[src/rtl/finish_overlay.sv]
// finish_overlay: game-over banner ROM reader, presentation sequencer (delay/blink/hold) and compositor.
// Optional macro FINISH_DIM_EN halves every background channel during BLINK and HOLD.
module finish_overlay #(
    parameter int          BANNER_W     = 320,
    parameter int          BANNER_H     = 67,
    parameter int          BANNER_X     = 160,
    parameter int          BANNER_Y     = 206,
    parameter int          DELAY_FRAMES = 30,
    parameter int          BLINK_FRAMES = 16,
    parameter int          BLINK_COUNT  = 4,
    parameter logic [11:0] KEY_COLOR    = 12'h000
) (
    input  logic        clk,
    input  logic        rst,
    input  logic [9:0]  hcount,
    input  logic [9:0]  vcount,
    input  logic        video_on,
    input  logic        frame_tick,
    input  logic [11:0] bg_rgb,
    input  logic        game_over,
    input  logic        winner,
    input  logic        restart,
    output logic [14:0] rom_addr,
    output logic [2:0]  rom_finish,
    input  logic [11:0] rom_data,
    output logic [11:0] rgb,
    output logic        banner_done
);
    // state | meaning
    // IDLE  | no match end pending, banner hidden
    // DELAY | counting frames after game_over, banner hidden
    // BLINK | banner toggles every BLINK_FRAMES frames
    // HOLD  | banner shown steadily until restart
    typedef enum logic [1:0] {IDLE, DELAY, BLINK, HOLD} state_t;

    localparam logic [9:0] X_LO       = 10'(BANNER_X);
    localparam logic [9:0] X_HI       = 10'(BANNER_X + BANNER_W - 1);
    localparam logic [9:0] Y_LO       = 10'(BANNER_Y);
    localparam logic [9:0] Y_HI       = 10'(BANNER_Y + BANNER_H - 1);
    localparam logic [7:0] DELAY_LAST = 8'(DELAY_FRAMES - 1);
    localparam logic [7:0] HALF_LAST  = 8'(BLINK_FRAMES - 1);
    localparam logic [7:0] BLINK_LAST = 8'(2 * BLINK_COUNT * BLINK_FRAMES - 1);

    state_t      state_q, state_d;
    logic        show_q, show_d;
    logic [7:0]  frame_cnt_q, frame_cnt_d;
    logic [7:0]  half_cnt_q, half_cnt_d;
    logic        winner_q, winner_d;
    logic        banner_done_q, banner_done_d;
    logic [2:0]  rom_finish_q, rom_finish_d;
    logic [14:0] rom_addr_q, rom_addr_d;
    logic        in_win_d1_q, in_win_d1_d, in_win_d2_q, in_win_d2_d;
    logic        vid_d1_q, vid_d1_d, vid_d2_q, vid_d2_d;
    logic [11:0] bg_d1_q, bg_d1_d, bg_d2_q, bg_d2_d;
    logic [11:0] rgb_q, rgb_d;
    logic        in_win;
    logic [9:0]  dx, dy;
    logic [14:0] dy_w;
    logic [11:0] bg_pix;

    always_comb begin
        state_d     = state_q;
        show_d      = show_q;
        frame_cnt_d = frame_cnt_q;
        half_cnt_d  = half_cnt_q;
        winner_d    = winner_q;
        if (restart) begin
            state_d     = IDLE;
            show_d      = 1'b0;
            frame_cnt_d = '0;
            half_cnt_d  = '0;
            winner_d    = 1'b0;
        end else begin
            case (state_q)
                IDLE: begin
                    show_d = 1'b0;
                    if (game_over) begin
                        winner_d    = winner;
                        state_d     = DELAY;
                        frame_cnt_d = '0;
                        half_cnt_d  = '0;
                    end
                end
                DELAY: if (frame_tick) begin
                    if (frame_cnt_q == DELAY_LAST) begin
                        state_d     = BLINK;
                        show_d      = 1'b1;
                        frame_cnt_d = '0;
                        half_cnt_d  = '0;
                    end else begin
                        frame_cnt_d = frame_cnt_q + 8'd1;
                    end
                end
                BLINK: if (frame_tick) begin
                    // half_cnt paces the toggles, frame_cnt bounds the whole blink phase
                    if (half_cnt_q == HALF_LAST) begin
                        show_d     = ~show_q;
                        half_cnt_d = '0;
                    end else begin
                        half_cnt_d = half_cnt_q + 8'd1;
                    end
                    if (frame_cnt_q == BLINK_LAST) begin
                        state_d     = HOLD;
                        show_d      = 1'b1;
                        frame_cnt_d = '0;
                        half_cnt_d  = '0;
                    end else begin
                        frame_cnt_d = frame_cnt_q + 8'd1;
                    end
                end
                default: show_d = 1'b1;
            endcase
        end
        rom_finish_d  = {1'b0, winner_d, state_d != IDLE};
        banner_done_d = (state_d == HOLD);
    end

    // Address multiply by 320 is built as (dy << 8) + (dy << 6).
    always_comb begin
        in_win = video_on && (hcount >= X_LO) && (hcount <= X_HI)
                 && (vcount >= Y_LO) && (vcount <= Y_HI);
        dx   = hcount - X_LO;
        dy   = vcount - Y_LO;
        dy_w = {5'b0, dy};
        rom_addr_d  = in_win ? (dy_w << 8) + (dy_w << 6) + {5'b0, dx} : '0;
        in_win_d1_d = in_win;
        vid_d1_d    = video_on;
        bg_d1_d     = bg_rgb;
        in_win_d2_d = in_win_d1_q;
        vid_d2_d    = vid_d1_q;
        bg_d2_d     = bg_d1_q;
    end

    always_comb begin
        bg_pix = bg_d2_q;
`ifdef FINISH_DIM_EN
        if (state_q == BLINK || state_q == HOLD)
            bg_pix = {1'b0, bg_d2_q[11:9], 1'b0, bg_d2_q[7:5], 1'b0, bg_d2_q[3:1]};
`endif
        if (!vid_d2_q)
            rgb_d = '0;
        else if (show_q && in_win_d2_q && rom_data != KEY_COLOR)
            rgb_d = rom_data;
        else
            rgb_d = bg_pix;
    end

    always_ff @(posedge clk) begin
        if (rst) begin
            state_q       <= IDLE;
            show_q        <= 1'b0;
            frame_cnt_q   <= '0;
            half_cnt_q    <= '0;
            winner_q      <= 1'b0;
            banner_done_q <= 1'b0;
            rom_finish_q  <= '0;
            rom_addr_q    <= '0;
            in_win_d1_q   <= 1'b0;
            in_win_d2_q   <= 1'b0;
            vid_d1_q      <= 1'b0;
            vid_d2_q      <= 1'b0;
            bg_d1_q       <= '0;
            bg_d2_q       <= '0;
            rgb_q         <= '0;
        end else begin
            state_q       <= state_d;
            show_q        <= show_d;
            frame_cnt_q   <= frame_cnt_d;
            half_cnt_q    <= half_cnt_d;
            winner_q      <= winner_d;
            banner_done_q <= banner_done_d;
            rom_finish_q  <= rom_finish_d;
            rom_addr_q    <= rom_addr_d;
            in_win_d1_q   <= in_win_d1_d;
            in_win_d2_q   <= in_win_d2_d;
            vid_d1_q      <= vid_d1_d;
            vid_d2_q      <= vid_d2_d;
            bg_d1_q       <= bg_d1_d;
            bg_d2_q       <= bg_d2_d;
            rgb_q         <= rgb_d;
        end
    end

    assign rom_addr    = rom_addr_q;
    assign rom_finish  = rom_finish_q;
    assign rgb         = rgb_q;
    assign banner_done = banner_done_q;
endmodule

[config.mk]
export PLATFORM = sky130hd
export DESIGN_NAME = finish_overlay
export DESIGN_NICKNAME = d
export VERILOG_FILES = /design/src/rtl/finish_overlay.sv
export SDC_FILE = /design/constraint.sdc
export NUM_CORES = 1
export LEC_CHECK = 0
export ABC_AREA = 1
export CORE_ASPECT_RATIO = 0.9
export CORE_MARGIN = 4
export CORE_UTILIZATION = 42
export DETAILED_ROUTE_END_ITERATION = 10
export PLACE_DENSITY = 0.68
export SYNTH_ARGS = -nofsm -noshare
export SYNTH_HDL_FRONTEND = slang
export SYNTH_SLANG_ARGS = --single-unit
[constraint.sdc]
create_clock -name clk -period 6.62 [get_ports clk]
set_input_delay 0.993 -clock clk [delete_from_list [all_inputs] [get_ports clk]]
set_output_delay 0.993 -clock clk [all_outputs]
set_load 0.02 [all_outputs]
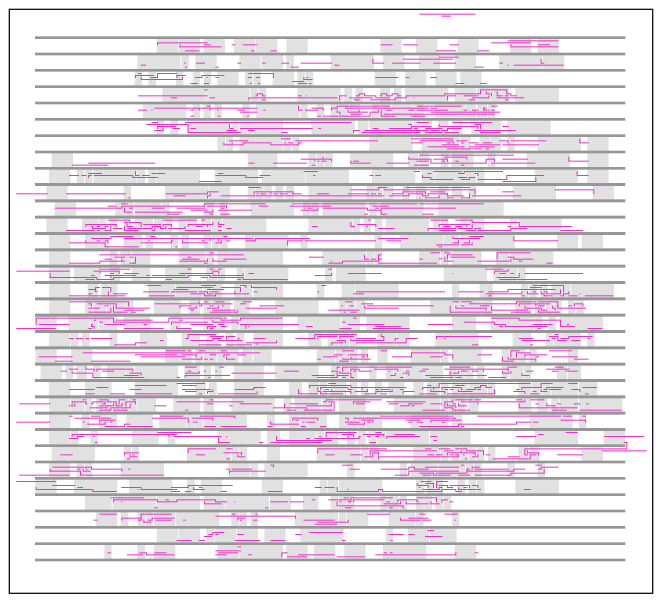
*The metal 1 layer, run 1*
Drawn at 6 px/µm. Supply wires on this layer in gray.
600 nets have wire on it. The layer carries 3650 µm of wire. The wires run mostly horizontal. The longest straight run is 29.4 µm. The layer holds 47% of the routed length.
wire length reported by the detailed router: 7800 µm
number of vias after detailed routing: 3125
fraction of met1 tracks used by global routing: 19.9%

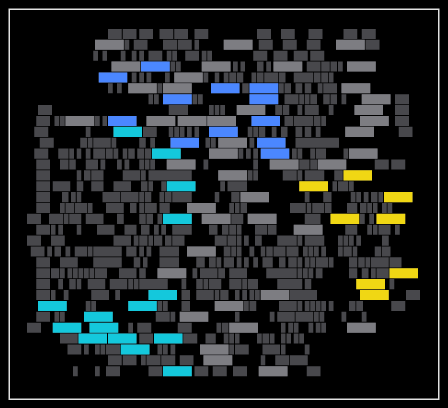
*Where the registers sit, run 1*
Drawn at 4 px/µm.
bg_d2_q: in blue, placed flops 12, where top middle. half_cnt_q: in yellow, placed flops 8, where right middle. rom_addr: in cyan, placed flops 15.
Another 42 sequential cells are not colored.

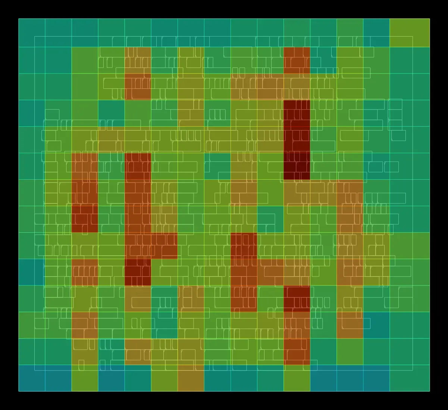
*Track usage over the die, run 1*
met3 layer usage reported by global route: 3.52%
most utilized layer in the global route result: met2

==> impl_metrics.toml, run 1 <==
# implementation run metrics
[worst_setup_path]
worst_setup_path_start_kind = "input pin"
critical_path_peak_fanout = 6
critPathTopFamily = "adder cells"
cp_data_arrival_time_ns = 3.63
worstSetupEndpointType = "flip-flop"
timing.rr.start = "state_q[0]"

[synthesis]
synthSimpleGateAreaFrac_pct = 24.5
yosys.area_share.adder_pct = 9.73
ys.flop_type = "dfxtp_1"
sequential_cell_area_fraction_in_the_yosys_report_pct = 41.6
synth_cell_types = 45
edf_count = 0
synth.cell_area_mm2 = 0.00370

[clock_tree]
cts_resized = 0
number_of_setup_buffers_added_after_cts = 0
cts.hold.buffers_added = 0
clock_latency_of_the_later_clocked_register_in_the_worst_skew_pair_ns = 0.34
clock_sinks = 77

[timing]
finalWorstPathRequiredPeriod_ns = 3.41
maxSlewViolCount = 0
setup_tns_ns = 0

[floorplanning]
core_area_mm2 = 0.00857
placementRows = 32
fp_util_pct = 43.2
dieHeight_um = 97.1
io-pin-count = 82

[pwr]
power.ir.vdd_worst_mv = 0.107
total_power_mw = 1.07

[final_layout]
lay_top_cells = "90 x nor2_1, 82 x inv_1, 80 x clkdlybuf4s50_1, 77 x dfxtp_1, 64 x nand2_1"
syn_to_final_growth_pct = 30.7
post-route-util_pct = 56.5
fin_nets = 642

[global_routing]
grt_antenna_before_repair = 0
pin_count_of_the_biggest_net_entering_global_routing = 31
overflow = 0

[run]
openroad.warnings = 32

[min_path]
worstHoldPathType = "reg2reg"

[place]
globalplace.congestion = 0.878

[run_status]
result_of_the_run = "complete, no violations"
[run 1: metrics by stage]
step	hold WS, ns	cell area, µm²	worst slack, ns	cells
2_1_floorplan	0.388	3700	3.58	483
3_3_place_gp	0.393	4600	2.99	672
3_5_place_dp	0.392	4600	2.89	672
4_1_cts	0.402	4840	3.25	688
5_1_grt	0.418	4840	2.95	688
6_report	0.399	4840	3.21	688
[run 1: Yosys cell counts (6+ instances only)]
master | instances | area [µm²]
nor2_1 | 90 | 338
inv_1 | 82 | 308
dfxtp_1 | 77 | 1540
nand2_1 | 64 | 240
a21oi_1 | 26 | 130
ha_1 | 24 | 300
nand3_1 | 20 | 100
o21ai_1 | 13 | 65.1
xor2_1 | 12 | 105
nor2_2 | 7 | 43.8
o21ai_0 | 7 | 35.0
clkbuf_1 | 6 | 22.5
nand4_1 | 6 | 37.5
[run 1: metal layers]
metal,share of wire [%],vias up,track usage [%]
met5,0,-,0
met4,1.5,0,6.00
met3,4.6,13,3.52
met2,47,75,26.2
met1,47,1375,19.9
li1,-,1662,-
[run 1: worst paths after layout]
check | end | cells after the start
worst max-delay path | rom_addr[14] | 14
worst max register to register | frame_cnt_q[6] | 10
worst min register to register | bg_d2_q[7] | 2
worst min-delay path | bg_d2_q[7] | 2
[run 1: worst min-delay path, delay by kind of cell, from the launching register on]
family | cells | cell delay (ns)
buffers and inverters | 1 | 0.04
flip-flops | 1 | 0.30
AND/OR/NAND/NOR | 1 | 0.03
[run 1: kinds of logic (layout without fill, tap and decap cells)]
| group | count (synthesis) | after routing |
|---|---|---|
| compound gates | 60 | 60 |
| xor+xnor | 16 | 16 |
| fa+ha+maj | 27 | 27 |
| buf+inv | 96 | 182 |
| flops | 77 | 77 |
| other cells | 1 | 1 |
| simple gates | 206 | 206 |
[run 1: registers in the layout, summed over array words and instances (netlist names)]
register and count:
in_win_d2_q 1, half_cnt_q 8, state_q 2, vid_d2_q 1, rom_addr 15, winner_q 1
frame_cnt_q 8, vid_d1_q 1, bg_d2_q 12, rom_finish 1, banner_done 1, show_q 1
rgb 12, bg_d1_q 12, in_win_d1_q 1
[run 1: cell type report]
cell class              instances  area, µm²
fillers                       812       3730
multi-input cells             310       1780
flip-flops and latches         77       1540
repair buffers                 81        808
inverters                      85        327
clock buffers                  11        151
well taps                     119        149
clock inverters                 5       88.8
[run 1: power by group]
group	total [mW]	leakage, nW	internal (mW)	switching, mW
Clock	0.417	0.122	0.239	0.179
Sequential	0.477	0.627	0.473	0.00363
Combinational	0.180	1.35	0.0818	0.0978
Total	1.07	2.10	0.793	0.280
==> inputs of run 2 (changes only) <==
==> constraint.sdc (replaced) <==
create_clock -name clk -period 3.2 [get_ports clk]
set_input_delay 0.48 -clock clk [delete_from_list [all_inputs] [get_ports clk]]
set_output_delay 0.48 -clock clk [all_outputs]
set_load 0.02 [all_outputs]
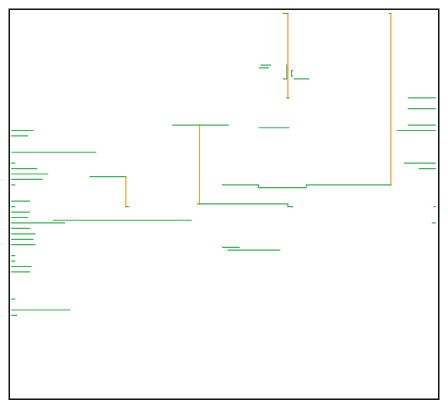
*Routed metal, one color a layer, run 2*
Drawn at 4 px/µm. Two of the layers only.
metal 4: in orange, wire length 91.1 µm. metal 3: in green, wire length 337 µm.
WL/cell: 11.1 µm
number of vias after detailed routing: 3105

==> impl_metrics.toml, run 2 <==
# implementation run metrics
[run_status]
result_of_the_run = "complete, no violations"

[worst_setup_path]
worstSetupEndpointType = "flip-flop"
critical_path_peak_fanout = 6
critPathTopFamily = "adder cells"
cp_data_arrival_time_ns = 3.08
timing.rr.start = "state_q[0]"
reg2reg_depth = 10
rrSetupSlack_ns = 1.24
worst_setup_path_start_kind = "input pin"
worst_r2r_endpoint = "frame_cnt_q[6]"

[min_path]
whs_path_depth = 2
worstHoldPathType = "reg2reg"
hp-start = "bg_d1_q[10]"
holdPathEnd = "bg_d2_q[10]"

[synthesis]
ys.warnings.count = 0
ys_area_mm2 = 0.00370
syn_avg_cell_area_um2 = 7.67
top_cells_by_count = "90 x nor2_1, 82 x inv_1, 77 x dfxtp_1"
top_count_cell_post_synth = "nor2_1"
sequential_cell_area_fraction_in_the_yosys_report_pct = 41.6
synth.cell_area_mm2 = 0.00370
synthDominantCellAreaShare_pct = 41.6
edf_count = 0
topCellsByArea = "dfxtp_1 42%, nor2_1 9.1%, inv_1 8.3%"
ys.flops = 77
yosysTopAreaCell = "dfxtp_1"
netlist_instances = 483
synth_cell_types = 45
ys.flop_type = "dfxtp_1"

[timing]
setup_tns_ns = 0
final_setup_margin_ns = 0.352
maxSlewViolCount = 0
finalWorstPathRequiredPeriod_ns = 2.85
unrepaired_setup_endpoints_after_global_routing = "no"

[clock_tree]
clock_latency_of_the_later_clocked_register_in_the_worst_skew_pair_ns = 0.34
cts.hold.buffers_added = 0
cts_tree = "built"
clock_sinks = 77
cts_resized = 0
number_of_setup_buffers_added_after_cts = 0

[final_layout]
lay_top_cells = "90 x nor2_1, 82 x inv_1, 80 x clkdlybuf4s50_1, 77 x dfxtp_1, 64 x nand2_1"
number_of_flip_flops_in_the_largest_register = 15
mi_logic_area_mm2 = 0.00178
syn_to_final_growth_pct = 30.1
fin_nets = 643
final-seq-area_mm2 = 0.00154
final_cell_area_mm2 = 0.00482
nFillCells = 810
post-route-util_pct = 56.3

[floorplanning]
placementRows = 32
io-pin-count = 82
core_area_mm2 = 0.00857
dieHeight_um = 97.1
fp_util_pct = 43.2

[pwr]
p_switching_mw = 0.540
power.ir.vdd_worst_mv = 0.266
p_leak_nw = 2.09
power.share.clock_pct = 35.8
p_comb_share_pct = 17.5
p_sw_share_pct = 25.5
p_seq_share_pct = 46.6
internal-power_mw = 1.57

[global_routing]
grt_first_pass_wirelength_um = 13200
global_route_usage_over_all_layers_pct = 15.3
overflow = 0
pin_count_of_the_biggest_net_entering_global_routing = 30
grt_pass1_vias = 2964
grt_antenna_before_repair = 0

[place]
dpl_worst_slack_ns = -0.0111
globalplace.congestion = 0.867
place_area_mm2 = 0.00461

[run]
openroad.warnings = 32
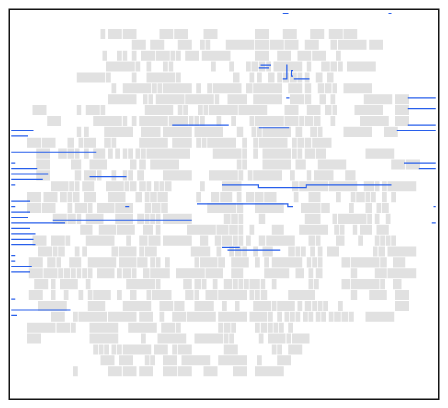
*Signal wires on met3, run 2*
Drawn at 4 px/µm.
The longest straight run is 34.5 µm. The layer carries 337 µm of wire. The layer holds 4.4% of the routed length.
wire length reported by the detailed router: 7650 µm
met3 layer usage reported by global route: 3.79%

## run 2: power groups by stage
stage	Clock [mW]	Combinational [mW]	Sequential (mW)
6_report	0.758	0.370	0.986
5_1_grt	0.821	0.425	0.989
4_1_cts	0.780	0.372	0.986
3_5_place_dp	0	0.368	1.01
3_3_place_gp	0	0.362	1.01
2_1_floorplan	0	0.234	1.01
## run 2: worst max path at each step
stage | to | slack (ns) | cells past startpoint
6_report | rom_addr[14] | 0.35 | 14
2_1_floorplan | rom_addr[14] | 0.68 | 14
4_1_cts | rom_addr[14] | 0.36 | 14
3_3_place_gp | rom_addr[14] | 0.08 | 14
5_1_grt | rom_addr[14] | 0.16 | 15
3_5_place_dp | rom_addr[14] | -0.01 | 14
## run 2: per-layer routing
layer,track usage [%],up-vias,wire (µm)
met3,3.79,8,336
li1,-,1664,-
met1,20.4,1370,3630
met2,24.4,63,3600
met4,4.92,0,91
met5,0,-,0
## run 2: cell families after synthesis
kind of cell | synth area share, %
and+or+nand+nor | 24.5
buffers and inverters | 10.5
DFF | 41.6
AOI/OAI and AO/OA | 9.83
adders and majority gates | 9.73
xor gates and xnor gates | 3.78
other | 0.101
## run 2: layout make-up
| cell class | instances | share of cell area (%) |
|---|---|---|
| flip-flops and latches | 77 | 32.0 |
| clock inverters | 3 | 0.883 |
| repair buffers | 82 | 16.9 |
| multi-input cells | 310 | 36.8 |
| inverters | 85 | 6.78 |
| clock buffers | 13 | 3.50 |
| well taps | 119 | 3.09 |
## run 2: stage by stage
stage	std cells	hold WS [ns]	total power [mW]
floorplan	483	0.388	1.24
global placement	673	0.392	1.37
detailed placement	673	0.392	1.38
CTS	689	0.397	2.14
global route	689	0.419	2.23
finish	689	0.397	2.11
## run 2: worst register-to-register path: stages (launching register included)
cell	delay, ns
dfxtp_1	0.36
inv_1	0.11
ha_1	0.35
o21bai_4	0.22
nand3_4	0.17
clkinv_4	0.11
nand2_4	0.10
inv_4	0.13
nand2_2	0.07
o211ai_4	0.17
nor2_2	0.07
Power and IR drop assume default switching activity.
